Fig. 1: run 1, routed metal, one colour a layer
Bar = 20 um.
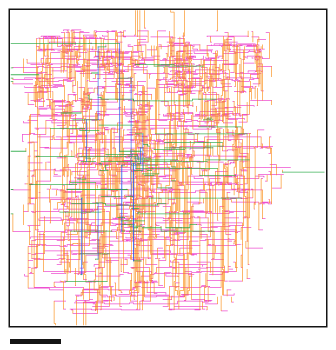
Fig. 2: run 1, placed cells, one colour a class
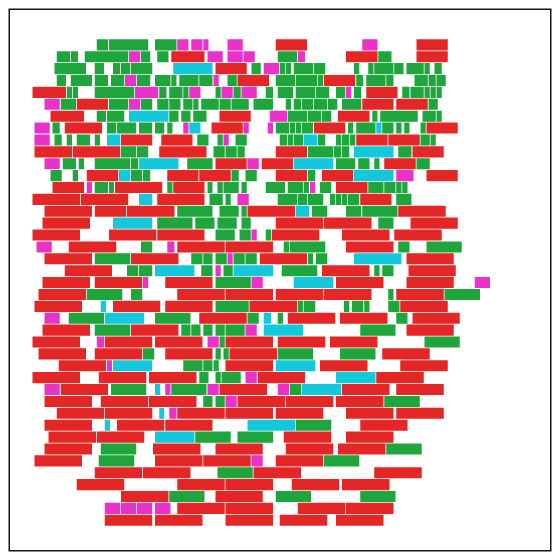
Fig. 3: run 1, routing congestion
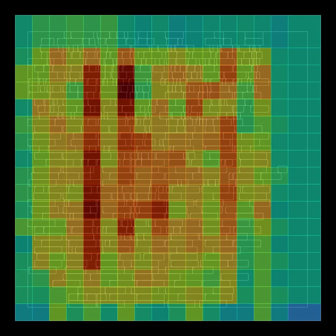
**config.mk**
```make
export PLATFORM = sky130hd
export DESIGN_NAME = debug_uart_tx
export DESIGN_NICKNAME = d
export VERILOG_FILES = /design/src/rtl/debug_uart_pkg.sv /design/src/rtl/debug_uart_fifo.sv /design/src/rtl/debug_uart_tx.sv
export SDC_FILE = /design/constraint.sdc
export NUM_CORES = 1
export LEC_CHECK = 0
export CAP_MARGIN = 20
export CORE_MARGIN = 5
export CORE_UTILIZATION = 55
export DETAILED_ROUTE_END_ITERATION = 10
export GPL_ROUTABILITY_DRIVEN = 0
export GPL_TIMING_DRIVEN = 0
export PLACE_DENSITY = 0.77
export SLEW_MARGIN = 20
export SYNTH_ARGS = -nofsm -noshare
export SYNTH_HDL_FRONTEND = slang
export SYNTH_HIERARCHICAL = 1
export SYNTH_SLANG_ARGS = --single-unit
```
**constraint.sdc**
```tcl
create_clock -name clk -period 2.8 [get_ports clk]
set_input_delay 0.56 -clock clk [delete_from_list [all_inputs] [get_ports clk]]
set_output_delay 0.56 -clock clk [all_outputs]
set_load 0.05 [all_outputs]
```
**src/rtl/debug_uart_pkg.sv**
```systemverilog
// Shared types and helpers for the debug UART transmitter.
// DEBUG_UART_PARITY_EN adds the PARITY state (8E1 frames instead of 8N1).
package debug_uart_pkg;

    localparam int DATA_BITS            = 8;
    localparam int DEFAULT_CLKS_PER_BIT = 434;

`ifdef DEBUG_UART_PARITY_EN
    typedef enum logic [2:0] {IDLE, START, DATA, PARITY, STOP} tx_state_t;
`else
    typedef enum logic [1:0] {IDLE, START, DATA, STOP} tx_state_t;
`endif

    // Even parity: the bit that makes the total count of ones even.
    function automatic logic even_parity(input logic [DATA_BITS-1:0] d);
        return ^d;
    endfunction

endpackage

```
**src/rtl/debug_uart_fifo.sv**
```systemverilog
// Synchronous FIFO that buffers debug bytes ahead of the serializer.
// A push into a full FIFO is accepted only when a pop happens in the same cycle.
module debug_uart_fifo #(
    parameter int DEPTH = 16,
    parameter int WIDTH = 8
) (
    input  logic                     clk,
    input  logic                     reset,
    input  logic                     push,
    input  logic                     pop,
    input  logic [WIDTH-1:0]         din,
    output logic [WIDTH-1:0]         dout,
    output logic                     full,
    output logic                     empty,
    output logic [$clog2(DEPTH):0]   count
);

    localparam int AW = $clog2(DEPTH);
    localparam logic [AW:0] FULL_COUNT = (AW+1)'(DEPTH);

    logic [WIDTH-1:0] mem [DEPTH];
    logic [AW-1:0]    wr_ptr;
    logic [AW-1:0]    rd_ptr;
    logic             do_push;
    logic             do_pop;

    assign full    = (count == FULL_COUNT);
    assign empty   = (count == '0);
    assign do_pop  = pop && !empty;
    assign do_push = push && (!full || do_pop);
    assign dout    = mem[rd_ptr];

    // Storage is not reset; only the pointers and count define validity.
    always_ff @(posedge clk) begin
        if (do_push) begin
            mem[wr_ptr] <= din;
        end
    end

    // Pointers wrap naturally because DEPTH is a power of two.
    always_ff @(posedge clk) begin
        if (reset) begin
            wr_ptr <= '0;
            rd_ptr <= '0;
            count  <= '0;
        end else begin
            if (do_push) begin
                wr_ptr <= wr_ptr + 1'b1;
            end
            if (do_pop) begin
                rd_ptr <= rd_ptr + 1'b1;
            end
            case ({do_push, do_pop})
                2'b10:   count <= count + 1'b1;
                2'b01:   count <= count - 1'b1;
                default: count <= count;
            endcase
        end
    end

endmodule

```
**src/rtl/debug_uart_tx.sv**
```systemverilog
// Debug byte stream transmitter: FIFO plus 8N1 serializer (8E1 when
// DEBUG_UART_PARITY_EN is defined). txd is registered and idles high.
module debug_uart_tx
    import debug_uart_pkg::*;
#(
    parameter int CLKS_PER_BIT = DEFAULT_CLKS_PER_BIT,
    parameter int FIFO_DEPTH   = 16,
    localparam int FIFO_AW     = $clog2(FIFO_DEPTH)
) (
    input  logic               clk,
    input  logic               reset,
    input  logic [7:0]         tx_Data,
    input  logic               tx_DataValid,
    input  logic               clear_overflow,
    output logic               txd,
    output logic               busy,
    output logic [FIFO_AW:0]   fifo_count,
    output logic               overflow
);

    localparam int                BAUD_W    = $clog2(CLKS_PER_BIT);
    localparam logic [BAUD_W-1:0] BAUD_LAST = BAUD_W'(CLKS_PER_BIT - 1);
    localparam logic [2:0]        LAST_BIT  = 3'(DATA_BITS - 1);

    tx_state_t      state;
    logic [BAUD_W-1:0] baud_cnt;
    logic [2:0]     bit_idx;
    logic [7:0]     shift;
    logic [7:0]     fifo_dout;
    logic           fifo_full;
    logic           fifo_empty;
    logic           pop;
    logic           bit_end;
`ifdef DEBUG_UART_PARITY_EN
    logic           parity_bit;
`endif

    debug_uart_fifo #(
        .DEPTH (FIFO_DEPTH),
        .WIDTH (8)
    ) u_fifo (
        .clk   (clk),
        .reset (reset),
        .push  (tx_DataValid),
        .pop   (pop),
        .din   (tx_Data),
        .dout  (fifo_dout),
        .full  (fifo_full),
        .empty (fifo_empty),
        .count (fifo_count)
    );

    assign bit_end = (baud_cnt == BAUD_LAST);
    // Popping on the last STOP cycle lets the next start bit follow with no idle gap.
    assign pop  = !fifo_empty && ((state == IDLE) || ((state == STOP) && bit_end));
    assign busy = (state != IDLE) || !fifo_empty;

    // A simultaneous drop beats a clear so no lost byte goes unreported.
    always_ff @(posedge clk) begin
        if (reset) begin
            overflow <= 1'b0;
        end else if (tx_DataValid && fifo_full && !pop) begin
            overflow <= 1'b1;
        end else if (clear_overflow) begin
            overflow <= 1'b0;
        end
    end

    // txd reflects the state held during the previous cycle, one edge behind the FSM.
    always_ff @(posedge clk) begin
        if (reset) begin
            state    <= IDLE;
            baud_cnt <= '0;
            bit_idx  <= '0;
            shift    <= '0;
            txd      <= 1'b1;
`ifdef DEBUG_UART_PARITY_EN
            parity_bit <= 1'b0;
`endif
        end else begin
            case (state)
                IDLE: begin
                    txd      <= 1'b1;
                    baud_cnt <= '0;
                    if (pop) begin
                        shift <= fifo_dout;
`ifdef DEBUG_UART_PARITY_EN
                        parity_bit <= even_parity(fifo_dout);
`endif
                        state <= START;
                    end
                end
                START: begin
                    txd <= 1'b0;
                    if (bit_end) begin
                        baud_cnt <= '0;
                        bit_idx  <= '0;
                        state    <= DATA;
                    end else begin
                        baud_cnt <= baud_cnt + 1'b1;
                    end
                end
                DATA: begin
                    txd <= shift[0];
                    if (bit_end) begin
                        baud_cnt <= '0;
                        shift    <= shift >> 1;
                        if (bit_idx == LAST_BIT) begin
`ifdef DEBUG_UART_PARITY_EN
                            state <= PARITY;
`else
                            state <= STOP;
`endif
                        end else begin
                            bit_idx <= bit_idx + 1'b1;
                        end
                    end else begin
                        baud_cnt <= baud_cnt + 1'b1;
                    end
                end
`ifdef DEBUG_UART_PARITY_EN
                PARITY: begin
                    txd <= parity_bit;
                    if (bit_end) begin
                        baud_cnt <= '0;
                        state    <= STOP;
                    end else begin
                        baud_cnt <= baud_cnt + 1'b1;
                    end
                end
`endif
                STOP: begin
                    txd <= 1'b1;
                    if (bit_end) begin
                        baud_cnt <= '0;
                        if (pop) begin
                            shift <= fifo_dout;
`ifdef DEBUG_UART_PARITY_EN
                            parity_bit <= even_parity(fifo_dout);
`endif
                            state <= START;
                        end else begin
                            state <= IDLE;
                        end
                    end else begin
                        baud_cnt <= baud_cnt + 1'b1;
                    end
                end
                default: begin
                    state <= IDLE;
                end
            endcase
        end
    end

endmodule
```
==> metrics.yaml, run 1 <==
buffer_area_frac: 0.0514
synthTopCellsByArea: "edfxtp_1, dfxtp_1, mux4_2"
ys_warn_count: 6
setup.worst_path.start: "u_fifo/count[0]"
cp-end-kind: "register"
grt_pass1_wl_um: 22500
hold_class: "reg2reg"
synthCells: 455
routed_wl_um: 14300
async_flop_share: 0
logic_gate_count: 247
hold_buffers: 0
failed_checks: "setup timing"
top_cell: "edfxtp_1"
first_pass_iters: 5
yosys_cells: 455
routed_via_density: 5.98
yosysUniqueCellTypes: 57
post_drt_wl_per_cell_um: 20.5
path_buffers: 2
clock_cell_area_share: 0.0670
routed-wl-met3_um: 886
whs_ps: 465
routed.top_layer: "met4"
die_height_um: 124
fp-utilization: 0.562
r2r_end: "u_fifo/count[4]"
dieArea_sq_um: 15300
post-place-ws_ps: -291
seq_share: 0.560
outcome: "complete, but fails checks"
die_w_um: 124
finalInstanceArea_sq_um: 8350
inverters: 18
met1_length_um: 5570
seq_cell_count: 169
leakagePower_nw: 2.80
critPathMaxStageDelay_ps: 540
period_needed_ps: 2810
setup_slack_ps: -12.2
grt_max_degree: 17
hold_viol_final: 0
holdCritStartpoint: "baud_cnt[0]"
fillers: 855
gr-max-usage-layer: "met2"
syn_nets: 485
crit_type: "reg2reg"
cts_resized: 7
tap-cell-count: 172
setup_viol: 1
post-synth-top-area-fraction: 0.542
power_mw: 7.79
drc: 0
top_area_cell: "edfxtp_1"
hpwl_um: 9430
worstPathCellList: "or4_4 -> buf_8 -> nor2_4 -> nor2_4 -> nor2b_4 -> o21ai_2 -> inv_4 -> ha_4 -> nand2b_4 -> o2bb2ai_4 -> nor3b_1 -> or4_1"
comb_area_sq_um: 2400
grt_pass1_vias: 4250
synth-seq-cells: 169
slew_headroom: 0.540
comb_share: 0.287
post_cts_buffers: 7
max_freq_ghz: 0.356
rsz0062_at_grt: "true"
tritoncts: "done"
worst_path_most_repeated_cell: "nor2_4"
first_iter_violations: 364
ant_nets: 0
critPathSlowestCell: "or4_4"
diodes: 0
antenna_found_initial: 0
area_growth_syn_to_layout_pct: 17.6
ys_area_sq_um: 7100
wl_met2_um: 7550
largest_reg_flops: 128
place_inst: 650
r2r_cells: 12
crit_path_start_kind: "register"
grt_overflow_total: 0
lay_top_count: "edfxtp_1"
whs_path_depth: 1
timing.setup.tns_ps: -12.2
postSynthSeqShare: 0.657
final_core_util: 0.661
cts_max_level: 4
## Picture notes: Fig. 1
legend:
  met3:
    colour: green
    wire_length: 886 um
  met1:
    colour: magenta
    wire_length: 5570 um
  met2:
    colour: orange
    wire_length: 7550 um
  met4:
    colour: blue
    wire_length: 275 um

## Picture notes: Fig. 2
legend:
  flops:
    colour: red
    cells: 169
  clock drivers and dummy loads:
    colour: cyan
    cells: 31
  all other logic:
    colour: green
    cells: 265
  other buffers and delay cells:
    colour: magenta
    cells: 58

## Picture notes: Fig. 3
GR Util met3: 0.0354
Total GRT Usage: 0.200
global routing usage on met1: 0.256

[run 1: cell families (layout without fill, tap and decap cells)]
group | count (synthesis) | after routing | share of synthesized area
AND/OR/NAND/NOR | 110 | 110 | 0.0834
multiplexers | 44 | 44 | 0.118
AND-OR/OR-AND | 65 | 65 | 0.0712
buffers and inverters | 39 | 107 | 0.0243
adder cells (fa/ha/maj) | 18 | 18 | 0.0328
XOR/XNOR | 10 | 10 | 0.0123
flip-flops | 169 | 169 | 0.657
[run 1: power breakdown]
part	switching (mW)	internal, mW	total (mW)
registers	0.126	2.89	3.02
clock network	0.919	1.30	2.22
logic	1.39	1.16	2.55
total	2.43	5.36	7.79
--- run 2 (diff from run 1) ---
--- a/config.mk
+++ b/config.mk
@@ -5,6 +5,7 @@
 export SDC_FILE = /design/constraint.sdc
 export NUM_CORES = 1
 export LEC_CHECK = 0
+export ABC_AREA = 1
 export CAP_MARGIN = 20
 export CORE_MARGIN = 5
 export CORE_UTILIZATION = 55
Fig. 4: run 2, wire density map
Bar = 50 um. 25 x 25 tiles, from dark blue (low) to red (high), scaled to the fullest tile. Values are wire area over tile area, all layers added.
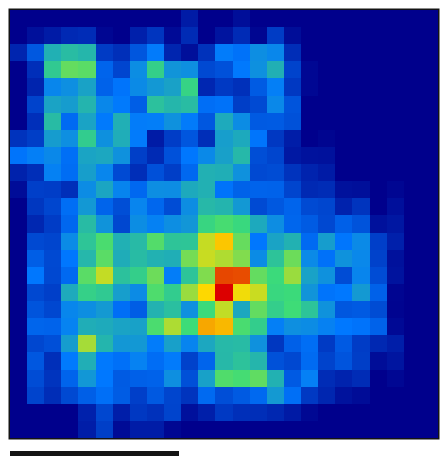
mean over tiles: 0.18
fullest tile: 0.92
nearly empty tiles: 29%
densest ninth of the die: centre
tiles over half the peak: 6.6%
emptiest ninth of the die: north-east

==> run 2 against run 1 <==
  * The flow now finishes without violations
  * Clock power grew 8%
  * Wire length increased by 17%
  * Die size increased by 4.7%
  * Clock skew decreased by 9.4 ps
  * Critical endpoint is now busy
==> metrics.yaml, run 2 <==
routed-wl-met3_um: 1420  # +60%
hold_viol_final: 0  # unchanged
whs_path_depth: 1  # unchanged
globalRouteMet3Util: 0.0530  # +0.0175
synthCells: 722  # +59%
pwr-share-comb: 0.331  # +0.004
power_mw: 8.03  # +3.1%
post-synth-top-area-fraction: 0.515  # -0.0266
yosys.area_share.adder: 0.0312  # -0.00161
cts_resized: 0  # -7
area_growth_syn_to_layout_pct: 13.8
worstPathCellList: "inv_1 -> ha_1 -> nand2_1 -> clkdlybuf4s50_1"
inverters: 112  # +94
die_height_um: 126  # +2.3%
met1_length_um: 6520  # +17%
rsz0062_at_grt: "false"
grt_overflow_total: 0  # unchanged
internal-power_mw: 5.16  # -3.7%
p_sw_mw: 2.87  # +18%
outcome: "complete, no violations"
slew_headroom: 0.447  # -0.0937
routed_via_density: 5.67  # -5.2%
ys_area_sq_um: 7460  # +5.2%
grt_pass1_vias: 5393  # +27%
syn_nets: 752  # +55%
power-top-group: "sequential cells"
simple_gate_area_frac: 0.150  # +0.0670
pg_clk_mw: 2.40  # +8%
synthXorXnorAreaFrac: 0.00469  # -0.00765
hold_class: "reg2reg"
ant_nets: 0  # unchanged
timing.setup.tns_ps: 0  # +12.2 ps
fp-utilization: 0.561  # -0.00100
tap-cell-count: 176  # +2.3%
synth-seq-cells: 169  # unchanged
yosysUniqueCellTypes: 36  # -37%
first_pass_iters: 5  # unchanged
ys_sh_aoi: 0.107  # +0.0356
place_inst: 917  # +41%
pg_comb_mw: 2.66  # +4%
swShare: 0.358  # +0.0454
logic_gate_count: 411  # +66%
comb_area_sq_um: 2190  # -8.5%
critPathMaxStageDelay_ps: 800  # +260 ps
buffer_area_frac: 0.0443  # -0.00709
hpwl_um: 11300  # +20%
grt_pass1_wl_um: 26400  # +17%
comb_share: 0.258  # -0.0289
yosys_cells: 722  # +59%
mux_share: 0  # -0.118
gr-max-usage-layer: "met2"
async_flop_share: 0  # unchanged
crit_path_start_kind: "register"
top_area_cell: "edfxtp_1"
leakagePower_nw: 3.32  # +18%
antenna_found_initial: 0  # unchanged
ys_warn_count: 6  # unchanged
setup_viol: 0  # -1
routed.top_layer: "met4"
diodes: 0  # unchanged
wl_met2_um: 8190  # +8.5%
clkPwrFrac: 0.299  # +0.013
Fig. 5: run 2, routing congestion
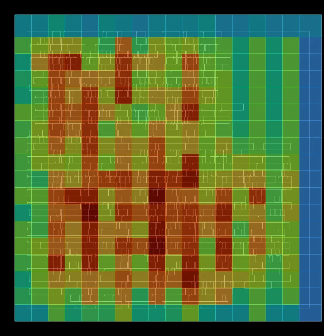
global routing usage on met1: 0.255
Final Util: 0.639
grt met2 use: 0.364
Total GRT Usage: 0.213

-- run 2: worst register-to-register path, cell delays in order (launching register included) --
cell and delay, ps:
dfxtp_1 320, inv_1 60, ha_1 130, nand2_1 90
nor2_2 150, nand3_1 110, nand2_2 100, nand2_4 70
inv_1 130, nand2_2 110, inv_2 130, nand2_4 70
fa_1 410, nand3b_1 200, nand3_1 120, nand2_1 90
a21oi_1 140, nor2_1 70
-- run 2: metrics by stage --
step | instance area, sq um | worst slack, ps | util
6_report | 8490 | 164 | 0.639
5_1_grt | 8490 | 9.35 | 0.639
4_1_cts | 8490 | 131 | 0.638
3_5_place_dp | 7870 | 210 | 0.592
3_3_place_gp | 7870 | 321 | 0.592
2_1_floorplan | 7460 | 344 | -
--- run 3 (diff from run 2) ---
--- a/config.mk
+++ b/config.mk
@@ -5,7 +5,6 @@
 export SDC_FILE = /design/constraint.sdc
 export NUM_CORES = 1
 export LEC_CHECK = 0
-export ABC_AREA = 1
 export CAP_MARGIN = 20
 export CORE_MARGIN = 5
 export CORE_UTILIZATION = 55
==> constraint.sdc (replaced) <==
create_clock -name clk -period 2.4 [get_ports clk]
set_input_delay 0.48 -clock clk [delete_from_list [all_inputs] [get_ports clk]]
set_output_delay 0.48 -clock clk [all_outputs]
set_load 0.05 [all_outputs]
Fig. 6: run 3, wire density map
Bar = 20 um. 25 x 25 tiles, from dark blue (low) to red (high), scaled to the fullest tile. Values are wire area over tile area, all layers added.
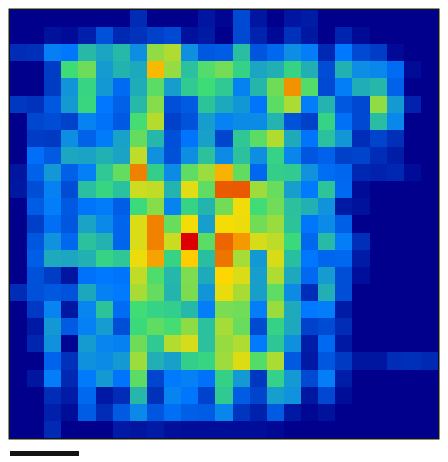
Post-Route WL: 14900 um
via count: 4200
Total GRT Usage: 0.208

==> run 3 against run 2 <==
  * The flow now finishes with violations (setup timing)
  * Count of clock-buffer cells in the layout grew 2
  * Largest power group unchanged
  * Critical endpoint is now u_fifo/mem[15][3]
  * Cell area rose by 0.91%
  * Clock skew up 1.5 ps
  * Critical path type is now reg2reg
==> metrics.yaml, run 3 <==
internal-power_mw: 6.43  # +25%
synthCells: 455  # -37%
mux_share: 0.118  # +0.118
diodes: 0  # unchanged
outcome: "complete, but fails checks"
top_area_cell: "edfxtp_1"
yosys.area_share.adder: 0.0328  # +0.00161
rsz0062_at_grt: "true"
routed-wl-met3_um: 825  # -42%
placed_cell_area_sq_um: 7610  # -3.3%
worstPathCellList: "or4_4 -> nor2_4 -> nor2_4 -> nand2b_2 -> o2111ai_1 -> nor2_2"
post-place-ws_ps: -616  # -825 ps
met1_length_um: 6080  # -6.8%
yosys_cells: 455  # -37%
area_growth_syn_to_layout_pct: 20.8
yosysUniqueCellTypes: 57  # +58%
synthXorXnorAreaFrac: 0.0123  # +0.00765
gr-max-usage-layer: "met2"
slew_headroom: 0.428  # -0.0185
syn_nets: 485  # -36%
ys_warn_count: 6  # unchanged
final_core_util: 0.679  # +0.0404
ant_nets: 0  # unchanged
setup_viol: 34  # +34
simple_gate_area_frac: 0.0834  # -0.0670
routed.top_layer: "met4"
grt_pass1_wl_um: 23100  # -12%
critPathMaxStageDelay_ps: 720  # -80 ps
globalRouteMet3Util: 0.0427  # -0.0103
first_pass_iters: 6  # +1
grt_overflow_total: 0  # unchanged
antenna_found_initial: 0  # unchanged
p_sw_mw: 3.01  # +4.9%
crit_path_start_kind: "register"
failed_checks: "setup timing"
hold_viol_final: 0  # unchanged
ys_sh_aoi: 0.0712  # -0.0356
ys_area_sq_um: 7100  # -4.9%
grt_pass1_vias: 4246  # -21%
clkPwrFrac: 0.283  # -0.016
leakagePower_nw: 2.87  # -13%
pg_comb_mw: 3.24  # +22%
fp-utilization: 0.562  # +0.00100
routed_via_density: 5.99  # +5.6%
swShare: 0.319  # -0.0384
hold_class: "reg2reg"
setup_slack_ps: -303  # -467 ps
power_mw: 9.44  # +18%
post-synth-top-area-fraction: 0.542  # +0.0266
async_flop_share: 0  # unchanged
Fig. 7: run 3, routing congestion
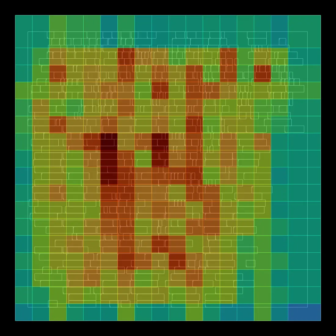
global routing usage on met1: 0.273
grt met2 use: 0.347

==> run 3: path summary, 6_finish.rpt <==
path                            slack (ps)                 to  depth (start not counted)
worst max-delay path                  -300  u_fifo/mem[15][3]                          6
worst min-delay path                   440        baud_cnt[0]                          1
worst max register to register        -300  u_fifo/mem[15][3]                          6
worst min register to register         440        baud_cnt[0]                          1
==> run 3: layout make-up <==
type	instances	area [sq um]
sequential	169	4680
fill	836	4050
multi-input combinational	247	2520
clock buffer	19	433
timing repair buffer	44	399
tap	172	215
clock inverter	13	144
buffer	19	109
inverter	18	70.1
==> run 3: timing repair <==
action                     4_1_cts  5_1_grt
resized                         33       23
setup buffers                   22        3
setup endpoints to repair      137      142
gates cloned                     0        0
pin swaps                       11        6

==> notes/layouts.md <==
Pictures saved along the way, in no particular order.

Sequential cells grouped by signal name.
(a)
Bar = 50 um. Other sequential cells in the stronger grey, the rest of the logic in the fainter grey.
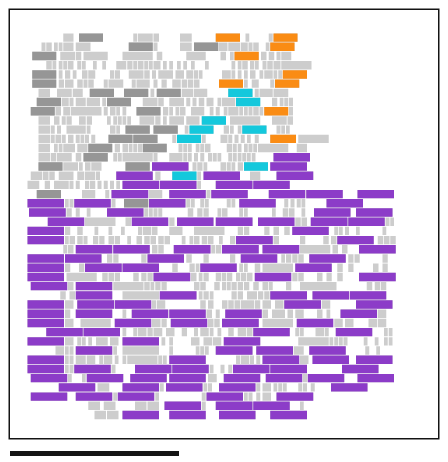
(b)
Bar = 20 um. Other sequential cells in the stronger grey, the rest of the logic in the fainter grey.
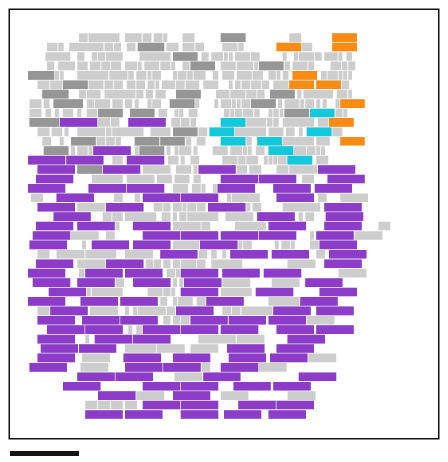
(c)
Bar = 20 um. Other sequential cells in the stronger grey, the rest of the logic in the fainter grey.
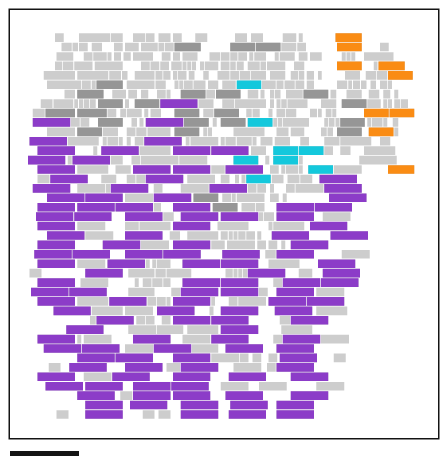
run 3 -> (c)
run 1 -> (b)
run 2 -> (a)
Of these, most cells: (a)

Key to (a):
legend:
  baud_cnt:
    colour: orange
    flops: 9
  shift:
    colour: cyan
    flops: 8
    where: north
  u_fifo/mem:
    colour: purple
    flops: 128
not coloured: 24

No activity file was given, so power comes from the tool's default toggle rates.
